Fig. 1: run 1, local utilization
12 x 12 tiles, from white (low) to dark blue (high), 0 to 100% covered.
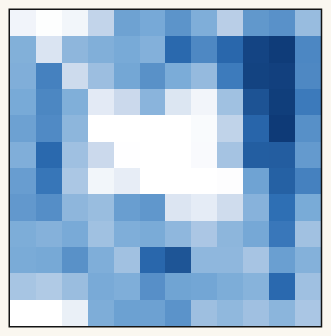
Fig. 2: run 1, sequential cells coloured by netlist name
Scale bar: 20 um. Other sequential cells in the stronger grey, the rest of the logic in the fainter grey.
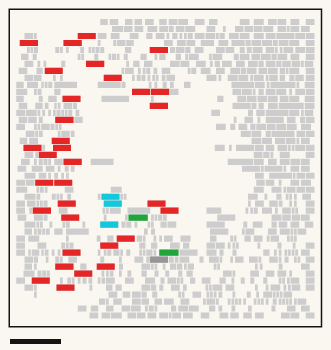
Fig. 3: run 1, cells coloured by class
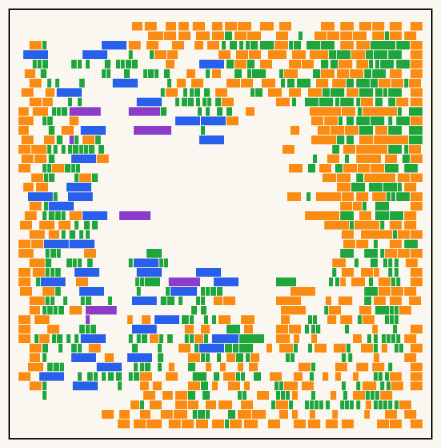
**src/rtl/dmem_arbiter.sv**
```systemverilog
// dmem_arbiter: shares the single-port data memory between the core's
// load/store port and one external master. The core wins by default; an
// external master denied STARVE_LIMIT consecutive cycles gets one forced
// cycle, during which the core is stalled, followed by a guard cycle that
// always lets the core through.
module dmem_arbiter #(
    parameter int AW           = 32,
    parameter int DW           = 32,
    parameter int STARVE_LIMIT = 4
) (
    input  logic          clk,
    input  logic          rst_n,
    // core load/store port
    input  logic          c_W_en,
    input  logic          c_R_en,
    input  logic [AW-1:0] c_addr,
    input  logic [2:0]    c_RW_type,
    input  logic [DW-1:0] c_din,
    output logic [DW-1:0] c_dout,
    output logic          c_stall,
    // external master port
    input  logic          e_req,
    input  logic          e_we,
    input  logic [AW-1:0] e_addr,
    input  logic [2:0]    e_RW_type,
    input  logic [DW-1:0] e_din,
    output logic          e_gnt,
    output logic          e_rvalid,
    output logic [DW-1:0] e_rdata,
    // memory side
    output logic          m_W_en,
    output logic          m_R_en,
    output logic [AW-1:0] m_addr,
    output logic [2:0]    m_RW_type,
    output logic [DW-1:0] m_din,
    input  logic [DW-1:0] m_dout
);

    localparam int            CW       = $clog2(STARVE_LIMIT + 1);
    localparam logic [CW-1:0] CNT_LAST = CW'(STARVE_LIMIT - 1);

    typedef enum logic [1:0] {
        NORMAL = 2'd0,
        FORCE  = 2'd1,
        GUARD  = 2'd2
    } state_t;

    state_t        state, state_nxt, state_eff;
    logic [CW-1:0] cnt, cnt_nxt;
    logic          core_active;

    assign core_active = c_W_en | c_R_en;
    assign c_dout      = m_dout;

    // Arbitration decision and next-state logic.
    always_comb begin
        // NOTE: every output of this block gets a default before the case so
        // no path leaves a signal unassigned, which would infer a latch.
        // While rst_n is low the outputs already behave as in NORMAL, so a
        // reset landing on a forced cycle never stalls the core.
        state_eff = rst_n ? state : NORMAL;
        e_gnt     = e_req & ~core_active;
        c_stall   = 1'b0;
        state_nxt = state_eff;
        cnt_nxt   = '0;
        case (state_eff)
            NORMAL: begin
                if (e_req & core_active) begin
                    if (cnt == CNT_LAST) begin
                        state_nxt = FORCE;
                    end else begin
                        cnt_nxt = cnt + 1'b1;
                    end
                end
            end
            FORCE: begin
                e_gnt     = e_req;
                // Stall only when the forced grant actually takes the memory;
                // a withdrawn request leaves the core running.
                c_stall   = e_req & core_active;
                state_nxt = e_req ? GUARD : NORMAL;
            end
            GUARD: begin
                state_nxt = NORMAL;
            end
            default: begin
                state_nxt = NORMAL;
            end
        endcase
    end

    // State and starvation counter registers.
    always_ff @(posedge clk) begin
        // NOTE: sequential state uses non-blocking assignments so every
        // register samples the pre-edge values of its neighbours.
        if (!rst_n) begin
            state <= NORMAL;
            cnt   <= '0;
        end else begin
            state <= state_nxt;
            cnt   <= cnt_nxt;
        end
    end

    // Memory-side mux: external master when granted, otherwise the core.
    always_comb begin
        if (e_gnt) begin
            m_W_en    = e_we;
            m_R_en    = ~e_we;
            m_addr    = e_addr;
            m_RW_type = e_RW_type;
            m_din     = e_din;
        end else begin
            m_W_en    = c_W_en & ~c_stall;
            m_R_en    = c_R_en & ~c_stall;
            m_addr    = c_addr;
            m_RW_type = c_RW_type;
            m_din     = c_din;
        end
    end

    // Registered read return for the external master.
    always_ff @(posedge clk) begin
        // NOTE: e_rdata is a single register (not a memory array), so it is
        // cleared on reset to give a known value after reset.
        if (!rst_n) begin
            e_rvalid <= 1'b0;
            e_rdata  <= '0;
        end else begin
            e_rvalid <= e_gnt & ~e_we;
            if (e_gnt & ~e_we) begin
                e_rdata <= m_dout;
            end
        end
    end

endmodule

```
**config.mk**
```make
export PLATFORM = sky130hd
export DESIGN_NAME = dmem_arbiter
export DESIGN_NICKNAME = d
export VERILOG_FILES = /design/src/rtl/dmem_arbiter.sv
export SDC_FILE = /design/constraint.sdc
export NUM_CORES = 1
export LEC_CHECK = 0
export ABC_AREA = 1
export CAP_MARGIN = 20
export CORE_AREA = 2 2 119 121
export DETAILED_ROUTE_END_ITERATION = 7
export DIE_AREA = 0 0 121 123
export GPL_ROUTABILITY_DRIVEN = 0
export REMOVE_ABC_BUFFERS = 1
export SYNTH_ARGS = -nofsm -noshare
export SYNTH_HDL_FRONTEND = slang
export SYNTH_SLANG_ARGS = --single-unit
```
**constraint.sdc**
```tcl
create_clock -name clk -period 1.9 [get_ports clk]
set_clock_uncertainty 0.05 [all_clocks]
set_input_delay 0.38 -clock clk [delete_from_list [all_inputs] [get_ports clk]]
set_output_delay 0.38 -clock clk [all_outputs]
set_load 0.02 [all_outputs]
```
==> impl_metrics.toml, run 1 <==
# physical design summary
[final_timing]
slew_headroom = 0.632
setup_violating_endpoint_count_in_the_final_report = 18
final_hold_viols = 0
finalCriticalPeriod_ns = 1.96
final_critical_path_setup_slack_ns = -0.0580

[finish]
layout.nets = 965
syn2layout_area_growth_pct = 144
layout.cells.non_filler = 972
final_layout_size_suffix_gt1_frac = 0.279

[grt]
grt_overflow_total = 0

[power]
max-vdd-ir-drop_mv = 0.448
power.static_leakage_nw = 3.29

[floorplanning]
io_pins = 308
dieWidth_um = 121

[setup_path]
crit_buf_inv = 4
cp.required_ns = 1.47
path_class = "reg -> out"
worst_setup_path_end_kind = "primary output"

[synth]
yosys_area_um2 = 2790
synth_sequential_area_ratio = 0.273

[routing]
via_density_per_instance = 4.28
detail_route.iter0.violations = 210
wire_per_inst_um = 15.6
antenna_violating_nets_post_route = 0

[run]
max_cap_violations = 0

[outcome]
violations = "setup timing"
outcome = "complete, but fails checks"

[clock_tree]
tritoncts_num_sinks = 38
clk-insertion-delay-late_ns = 0.28

[placement]
hpwlAfterDp_um = 10600
numPlacedInstances = 952
About Fig. 1:
- emptiest ninth of the die: centre
- tiles over 75% full: 12%
- fullest tile: 96%
- densest ninth of the die: upper right
- nearly empty tiles: 9.7%
- mean over tiles: 44%
Core Box Area: 13600 um^2
Layout Utilization: 0.501
starting utilization of the core area: 0.205

About Fig. 2:
- cyan: `cnt` (placed flops 3)
- green: `state` (placed flops 2)
- red: `e_rdata` (placed flops 32)
- not coloured: 1
Seq power: 0.836 mW
sequential cell area: 763 um^2
share of the final layout cell area in sequential cells: 0.112

About Fig. 3:
- orange: remaining buffers and delay cells (cells 353)
- blue: sequential cells (cells 38)
- purple: clock drivers and dummy loads (cells 8)
- green: combinational and other logic (cells 393)
row cnt: 43
fin area: 6820 um^2

-- run 1: metal layers --
| layer | part of all wire | global-route usage | up-vias |
|---|---|---|---|
| met5 | 0 | 0 | - |
| met4 | 0.026 | 0.0422 | 0 |
| met3 | 0.087 | 0.0457 | 32 |
| met2 | 0.51 | 0.308 | 195 |
| met1 | 0.38 | 0.210 | 1875 |
| li1 | - | - | 2060 |
-- run 1: path summary, 6_finish.rpt --
| kind | end | slack [ns] | cells after the start | from |
|---|---|---|---|---|
| max | m_addr[17] | -0.06 | 9 | state[1]$_SDFF_PN0_ |
| min reg2reg | cnt[0]$_SDFF_PP0_ | 0.38 | 1 | cnt[0]$_SDFF_PP0_ |
| min | cnt[0]$_SDFF_PP0_ | 0.38 | 1 | cnt[0]$_SDFF_PP0_ |
| max reg2reg | e_rdata[24]$_SDFFE_PN0P_ | 0.19 | 8 | state[1]$_SDFF_PN0_ |
-- run 1: cell families after synthesis --
family	Yosys count	share of synthesized area
DFF	38	0.273
buffers and inverters	106	0.213
adders and majority gates	2	0.00897
AOI/OAI and AO/OA	33	0.0592
and+or+nand+nor	316	0.447
-- run 1: cell type report --
type | instances | share of cell area
well taps | 180 | 0.0330
inverters | 42 | 0.0249
clock buffers | 7 | 0.0194
flip-flops and latches | 38 | 0.112
clock inverters | 1 | 0.00440
multi-input cells | 351 | 0.279
repair buffers | 353 | 0.528
-- run 1: report_power, final --
part,switching [mW],internal (mW),total (mW)
Combinational,0.674,0.756,1.43
Sequential,0.0132,0.823,0.836
Clock,0.307,0.620,0.927
-- run 1: flip-flops by register name, indices dropped and copies added, names as in the netlist --
name and flops:
e_rdata 32, cnt 3, state 2, e_rvalid 1
-- run 1: cell usage after synthesis --
cell type                  count  area (um^2)
sky130_fd_sc_hd__buf_1         3         11.3
sky130_fd_sc_hd__dfxtp_1      38          761
sky130_fd_sc_hd__o21ai_0       1         5.00
sky130_fd_sc_hd__buf_4        38          285
sky130_fd_sc_hd__buf_2        12         60.1
sky130_fd_sc_hd__ha_1          2         25.0
sky130_fd_sc_hd__a21oi_1      32          160
sky130_fd_sc_hd__nand3_1      33          165
sky130_fd_sc_hd__clkbuf_1      6         22.5
sky130_fd_sc_hd__nor2_1       40          150
sky130_fd_sc_hd__inv_1        40          150
sky130_fd_sc_hd__nand4_1       1         6.26
sky130_fd_sc_hd__nand2_1     239          897
sky130_fd_sc_hd__inv_2         2         7.51
sky130_fd_sc_hd__nand2_4       2         22.5
sky130_fd_sc_hd__nor3_1        1         5.00
sky130_fd_sc_hd__buf_6         5         56.3
-- run 1: timing repair --
action                                  in CTS  in global routing
setup buffers                                3                  2
pin swaps                                   14                 24
gates cloned                                 4                  4
endpoints found under the setup margin     123                 71
resized                                    433                138
-- run 1: stage by stage --
step / utilization / hold slack, ns / area (um^2) / worst slack, ns
detailed placement: 0.437 / 0.368 / 5950 / -0.831
global route: 0.501 / 0.385 / 6820 / -0.103
finish: 0.501 / 0.376 / 6820 / -0.0580
global placement: 0.437 / 0.357 / 5950 / -0.834
CTS: 0.462 / 0.375 / 6280 / -0.0487
floorplan: - / 0.349 / 2350 / -1.12
==> run 2: changes to the inputs <==
- SLEW_MARGIN: not set -> 5
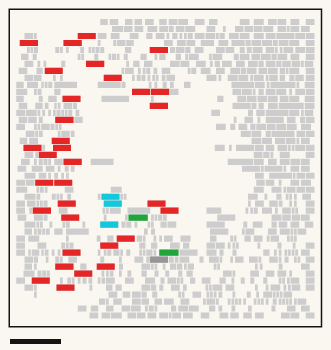
Fig. 4. Sequential cells coloured by netlist name (run 2).
Scale bar: 20 um. Other sequential cells in the stronger grey, the rest of the logic in the fainter grey.
- green: `state` (placed flops 2)
- red: `e_rdata` (placed flops 32)
- cyan: `cnt` (placed flops 3)
- not coloured: 1

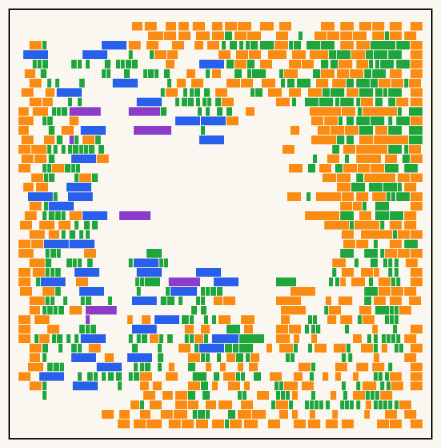
Fig. 5. Cells coloured by class (run 2).
- orange: remaining buffers and delay cells (cells 353)
- blue: sequential cells (cells 38)
- green: combinational and other logic (cells 393)
- purple: clock drivers and dummy loads (cells 8)

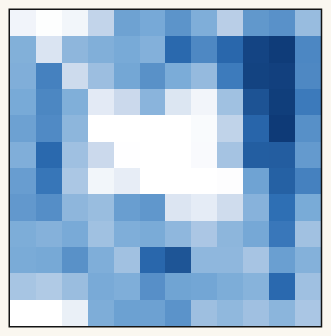
Fig. 6. Local utilization (run 2).
12 x 12 tiles, from white (low) to dark blue (high), 0 to 100% covered.
- tiles over 75% full: 12%
- mean over tiles: 44%
- emptiest ninth of the die: centre

==> impl_metrics.toml, run 2 <==
# physical design summary
[final_timing]
slew_headroom = 0.632
final_critical_path_setup_slack_ns = -0.0580
setup_violating_endpoint_count_in_the_final_report = 18

[placement]
hpwlAfterDp_um = 10600
placement.cell_area_um2 = 5950

[synth]
area_leaders = "sky130_fd_sc_hd__nand2_1 32%, sky130_fd_sc_hd__dfxtp_1 27%, sky130_fd_sc_hd__buf_4 10%"
synthFlopType = "sky130_fd_sc_hd__dfxtp_1"
yosysMostFrequentCell = "sky130_fd_sc_hd__nand2_1"
synth_area_leader_cell = "sky130_fd_sc_hd__nand2_1"
yosys_area_um2 = 2790
synth_sequential_area_ratio = 0.273
asyncSetResetFlopFracSynth = 0
edff_count_synth = 0
yosys-top-cells-count = "239 x sky130_fd_sc_hd__nand2_1, 40 x sky130_fd_sc_hd__inv_1, 40 x sky130_fd_sc_hd__nor2_1"

[setup_path]
r2r.worst_path.cells = 8
worst_setup_path_end_kind = "primary output"
reg2reg_setup_slack_ns = 0.19
rr_startpoint = "state[1]$_SDFF_PN0_"
cp-startpoint = "state[1]$_SDFF_PN0_"
cp.required_ns = 1.47

[floorplanning]
dieWidth_um = 121
rows = 43
placeableCoreArea_um2 = 13600

[finish]
largest_register_ffs = 32
final_layout_size_suffix_gt1_frac = 0.279
layout.nets = 965
top_regs = "e_rdata: 32 flops, cnt: 3 flops, state: 2 flops"
stdcell_area_um2 = 6820

[power]
max-vdd-ir-drop_mv = 0.448

[routing]
wire_per_inst_um = 15.6
via_density_per_instance = 4.28

[min_path]
timing.hold.worst_path_depth = 1

[run]
max_cap_violations = 0

[outcome]
outcome = "complete, but fails checks"
violations = "setup timing"

[grt]
grt_overflow_total = 0

[clock_tree]
tritoncts_num_sinks = 38
run 2: cell counts after synthesis:
No cell type changed its count.
run 2: power by group:
group | internal [mW] | switching [mW] | leakage (nW)
registers | 0.823 | 0.0132 | 0.310
clock network | 0.620 | 0.307 | 0.0781
logic | 0.756 | 0.674 | 2.90
total | 2.20 | 0.994 | 3.29
run 2: area by class of cell:
type                    instances  area, um^2
clock buffers                   7         133
clock inverters                 1        30.0
fillers                      1336        6790
inverters                      42         170
multi-input cells             351        1900
flip-flops and latches         38         763
well taps                     180         225
repair buffers                353        3600
run 2: worst min-delay path by stage:
stage / end / slack (ns)
2_1_floorplan: cnt[0]$_SDFF_PP0_ / 0.35
3_3_place_gp: cnt[0]$_SDFF_PP0_ / 0.36
3_5_place_dp: cnt[0]$_SDFF_PP0_ / 0.37
4_1_cts: cnt[0]$_SDFF_PP0_ / 0.38
5_1_grt: cnt[0]$_SDFF_PP0_ / 0.39
6_report: cnt[0]$_SDFF_PP0_ / 0.38
run 2: routing by layer:
metal / GRT usage / up-vias / share of wire
met4: 0.0422 / 0 / 0.026
li1: - / 2060 / -
met2: 0.308 / 195 / 0.51
met3: 0.0457 / 32 / 0.087
met1: 0.210 / 1875 / 0.38
met5: 0 / - / 0
run 2: timing repair:
item	4_1_cts	5_1_grt
pin swaps	14	24
cloned	4	4
gates resized	433	138
hold buffers	0	0
setup buffers	3	2
setup endpoints to repair	123	71
run 2: metrics by stage:
step / hold WS [ns] / setup WS, ns / util / std cells
floorplan: 0.349 / -1.12 / - / 431
global placement: 0.357 / -0.834 / 0.437 / 952
detailed placement: 0.368 / -0.831 / 0.437 / 952
CTS: 0.375 / -0.0487 / 0.462 / 967
global route: 0.385 / -0.103 / 0.501 / 972
finish: 0.376 / -0.0580 / 0.501 / 972
run 2: cell families (layout without fill, tap and decap cells):
group	after synthesis	in the layout	share of synthesized area
DFF	38	38	0.273
and+or+nand+nor	316	316	0.447
AOI/OAI and AO/OA	33	33	0.0592
buffers and inverters	106	403	0.213
adders and majority gates	2	2	0.00897
run 2: worst max-delay path: stages, from the launching register on:
cell and delay, ns:
sky130_fd_sc_hd__dfxtp_2 0.33, sky130_fd_sc_hd__nor2_4 0.10, sky130_fd_sc_hd__nand2_4 0.08, sky130_fd_sc_hd__nand2_8 0.11, sky130_fd_sc_hd__inv_12 0.06, sky130_fd_sc_hd__buf_12 0.14, sky130_fd_sc_hd__clkbuf_16 0.17, sky130_fd_sc_hd__nand2_8 0.07
sky130_fd_sc_hd__nand2_4 0.06, sky130_fd_sc_hd__buf_6 0.13
Power and IR drop assume default switching activity.
